File: config.mk
export PLATFORM = sky130hd
export DESIGN_NAME = pc_fetch_unit
export DESIGN_NICKNAME = d
export VERILOG_FILES = /design/src/rtl/pc_fetch_unit.sv
export SDC_FILE = /design/constraint.sdc
export NUM_CORES = 1
export LEC_CHECK = 0
export CAP_MARGIN = 20
export CORE_MARGIN = 1.5
export CORE_UTILIZATION = 51
export DETAILED_ROUTE_END_ITERATION = 7
export PLACE_DENSITY = 0.95
export SLEW_MARGIN = 20
export SYNTH_ARGS = -nofsm -noshare
export SYNTH_HDL_FRONTEND = slang
export SYNTH_SLANG_ARGS = --single-unit
File: constraint.sdc
create_clock -name clk -period 5.1 [get_ports clk]
set_clock_uncertainty 0.05 [all_clocks]
set_input_delay 1.275 -clock clk [delete_from_list [all_inputs] [get_ports clk]]
set_output_delay 1.275 -clock clk [all_outputs]
set_load 0.05 [all_outputs]
File: src/rtl/pc_fetch_unit.sv
// rtl/pc_fetch_unit.sv - instruction fetch stage: PC, imem req/ack, decode valid/ready
// A request already issued to memory is always waited out; redirects only retarget pc.
module pc_fetch_unit #(
  parameter int            N        = 32,
  parameter logic [N-1:0]  RESET_PC = '0,
  parameter int            INCR     = 4
) (
  input  logic         clk,
  input  logic         reset,
  output logic         imem_req,
  output logic [N-1:0] imem_addr,
  input  logic         imem_ack,
  input  logic [31:0]  imem_rdata,
  input  logic         redirect,
  input  logic [N-1:0] redirect_pc,
  output logic         dec_valid,
  input  logic         dec_ready,
  output logic [31:0]  dec_instr,
  output logic [N-1:0] dec_pc,
  output logic [N-1:0] dec_pc_plus4
);

  localparam logic [1:0] S_REQ   = 2'd0;
  localparam logic [1:0] S_HOLD  = 2'd1;
  localparam logic [1:0] S_DRAIN = 2'd2;

  localparam logic [N-1:0] INCR_V = N'(INCR);

  logic [1:0]   state;
  logic [N-1:0] pc;
  logic [N-1:0] drain_addr;
  logic [N-1:0] redirect_tgt;
  logic         unused_redirect_lsbs;

  assign redirect_tgt         = {redirect_pc[N-1:2], 2'b00};
  assign unused_redirect_lsbs = ^redirect_pc[1:0];

  assign imem_req     = ((state == S_REQ) || (state == S_DRAIN)) && !reset;
  // DRAIN keeps presenting the squashed address until memory acknowledges it.
  assign imem_addr    = (state == S_DRAIN) ? drain_addr : pc;
  assign dec_pc_plus4 = dec_pc + INCR_V;

  always_ff @(posedge clk) begin
    if (reset) begin
      state      <= S_REQ;
      pc         <= RESET_PC;
      drain_addr <= '0;
      dec_valid  <= 1'b0;
      dec_instr  <= '0;
      dec_pc     <= '0;
    end else begin
      case (state)
        S_REQ: begin
          if (imem_ack) begin
            if (redirect) begin
              pc <= redirect_tgt;
            end else begin
              dec_instr <= imem_rdata;
              dec_pc    <= pc;
              dec_valid <= 1'b1;
              pc        <= pc + INCR_V;
              state     <= S_HOLD;
            end
          end else if (redirect) begin
            drain_addr <= pc;
            pc         <= redirect_tgt;
            state      <= S_DRAIN;
          end
        end
        S_DRAIN: begin
          if (redirect) begin
            pc <= redirect_tgt;
          end
          if (imem_ack) begin
            state <= S_REQ;
          end
        end
        S_HOLD: begin
          // A redirect flushes the held word even if decode accepts it this cycle.
          if (redirect) begin
            dec_valid <= 1'b0;
            pc        <= redirect_tgt;
            state     <= S_REQ;
          end else if (dec_ready) begin
            dec_valid <= 1'b0;
            state     <= S_REQ;
          end
        end
        default: begin
          state <= S_REQ;
        end
      endcase
    end
  end

endmodule
==> metrics.json <==
{
  "outcome": {
    "run_status": "finished, final reports clean"
  },
  "clock_network": {
    "level_count_of_the_clock_h_tree": 4,
    "clock_buffer_count_from_cts": 17,
    "cts_resized": 0,
    "post_cts_buffers": 0,
    "ctsHoldBuffers": 0,
    "cts.root.buffer_cell": "clkbuf_16",
    "worst_setup_hold_path_clk_slew_ns": 0.05
  },
  "synthesis": {
    "mappedNetlistNets": 939,
    "top_area_cell": "dfxtp_1",
    "yosys.stat.seqShare_pct": 39.73,
    "top_cell_area_share_pct": 39.73,
    "synthesized_area_divided_by_synthesized_cell_count_um2": 7.639,
    "synth.cells.most_frequent": "nand2_1 (230), dfxtp_1 (131), a21oi_1 (125)",
    "topCellsByArea": "dfxtp_1 (40%), nand2_1 (13%), a21oi_1 (9.5%), mux2_2 (4.6%), xnor2_1 (3.2%)"
  },
  "flow_run": {
    "timing.max_cap.violations": 0,
    "openroad_warnings": 31
  },
  "setup_path": {
    "endpoint_of_the_lowest_slack_register_to_register_path": "pc[24]",
    "rr_worst_depth": 7,
    "setup.worst_path.end_class": "primary output",
    "cp_data_arrival_time_ns": 3.06,
    "critical_path.reg2reg.startpoint": "state[0]",
    "setup.reg_to_reg.worst_slack_ns": 2.50
  },
  "final_timing": {
    "hold_viol": 0,
    "max_freq_mhz": 228.1
  },
  "routing": {
    "m1WireLength_um": 7476,
    "vias_per_cell": 5.694,
    "drc": 0
  },
  "min_path": {
    "hold_crit_start": "dec_instr[0]"
  },
  "place": {
    "dpl.hpwl_um": 13010,
    "io_buffer_count": 196
  },
  "floorplan": {
    "die_y_um": 116.8,
    "placeableCoreArea_um2": 12620,
    "floorplan.die.width_um": 116.8,
    "floorplan.die_area_um2": 13630,
    "placement_rows": 41
  },
  "power_and_ir_drop": {
    "cellPowerDensity_nw_per_um2": 307.0,
    "vdd.ir_drop.worst_uv": 212.2,
    "power_leakage_nw": 3.151
  },
  "finish": {
    "layout_cells_sized_above_1_pct": 7.872,
    "antennaDiodeCount": 0
  },
  "grt": {
    "grt_first_pass_wirelength_um": 30600
  }
}
==> cell type report <==
type	count	area, µm²
inverter	18	67.56
clock inverter	4	45.04
fill	954	3546
clock buffer	27	523.0
tap	172	215.2
timing repair buffer	207	2054
multi-input combinational	642	3546
sequential	131	2623
==> critical path, cell delays in order, from the launching register on <==
cell and delay (ns):
dfxtp_1 0.48, ha_1 0.29, nand3_1 0.16, nor3_2 0.53, nand4_1 0.20, xnor2_1 0.17, clkdlybuf4s50_1 0.81
==> through the flow <==
step                      util (%)  instances  hold WS, ns  power, mW  instance area (µm²)
after floorplan                  -        864       0.3829      1.462                 6600
after global placement       67.37       1170       0.3877      1.633                 8502
after detailed placement     67.40       1170       0.3959      1.642                 8506
after CTS                    71.90       1201       0.4029      2.798                 9074
after global routing         71.90       1201       0.4180      2.887                 9074
final                        71.90       1201       0.4003      2.786                 9074
==> cell families after synthesis <==
logic type                 Yosys count  share of synthesized area (%)
xor gates and xnor gates            28                          3.716
and+or+nand+nor                    368                          25.12
DFF                                131                          39.73
muxes                               30                          5.062
adders and majority gates            6                          1.137
buffers and inverters               91                          6.692
AOI/OAI and AO/OA                  210                          18.54
==> layer usage <==
| layer | up-vias | GRT usage, % |
|---|---|---|
| met3 | 57 | 9.393 |
| li1 | 3282 | - |
| met2 | 370 | 47.60 |
| met5 | - | 0 |
| met1 | 3130 | 33.42 |
| met4 | 0 | 15.50 |
==> report_power, final <==
part,internal [mW],switching (mW)
logic,0.190,0.311
clock network,0.743,0.417
registers,1.07,0.0583
==> how the worst max path moves through the flow <==
stage	slack (ns)	cells after the start	to
3_5_place_dp	1.12	6	dec_pc_plus4[22]
4_1_cts	0.65	6	dec_pc_plus4[22]
5_1_grt	0.51	6	dec_pc_plus4[22]
6_report	0.72	6	dec_pc_plus4[22]
3_3_place_gp	1.16	6	dec_pc_plus4[22]
2_1_floorplan	1.02	4	dec_pc_plus4[19]
==> state kept, by name (all words and copies together), names as in the netlist <==
| register | cells |
|---|---|
| drain_addr | 32 |
| dec_valid | 1 |
| dec_instr | 32 |
| pc | 32 |
| dec_pc | 32 |
| state | 2 |
==> cells in the final DEF (no fill, tap or decap), drive strengths merged, types with 6 or more instances in the layout <==
master	instances
ha	6
a31oi	6
a211oi	7
clkdlybuf4s50	195
nor3	12
and3	9
mux2	27
clkbuf	27
nand2	230
o21ai	26
nor2	40
a21oi	125
nand4	23
dfxtp	131
nand3	26
xnor2	24
inv	17
buf	12
a2bb2oi	6
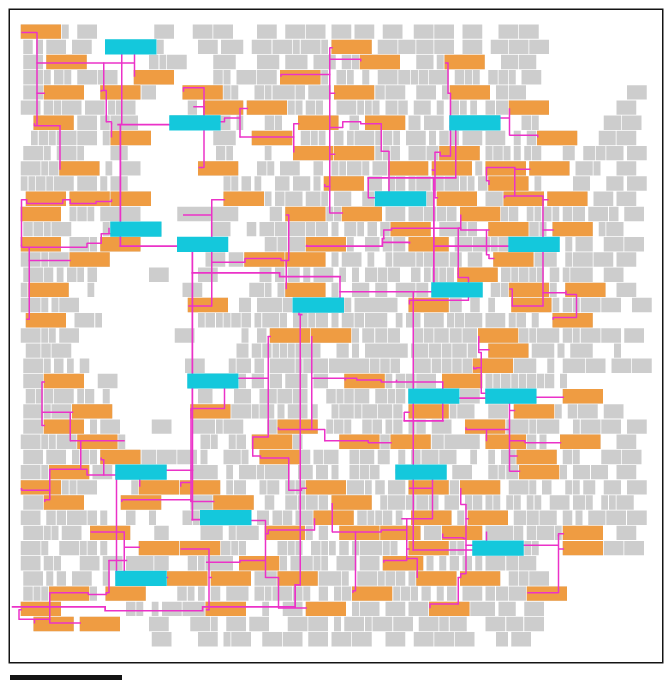
(routed clock nets over the placement)
Scale bar: 20 µm.
Key: cyan = cells driving clock nets [count 17]; orange = flip-flops [count 131]; magenta = clock wires [length 1560 µm]
There are 18 routed clock nets.

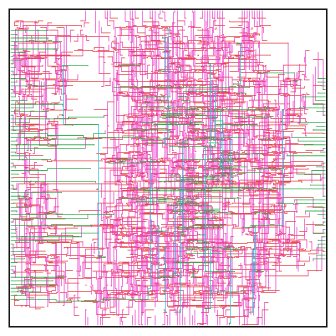
(wiring by layer)
Key: red = met1 [wire length 7480 µm]; magenta = met2 [wire length 9320 µm]; cyan = met4 [wire length 634 µm]; green = met3 [wire length 2020 µm]
per-cell routed wire length: 16.20 µm
global router's overall resource usage: 28.89%
via count: 6839
final wirelength: 19450 µm

Power figures rest on the tool's default switching activity, not on a simulated workload.
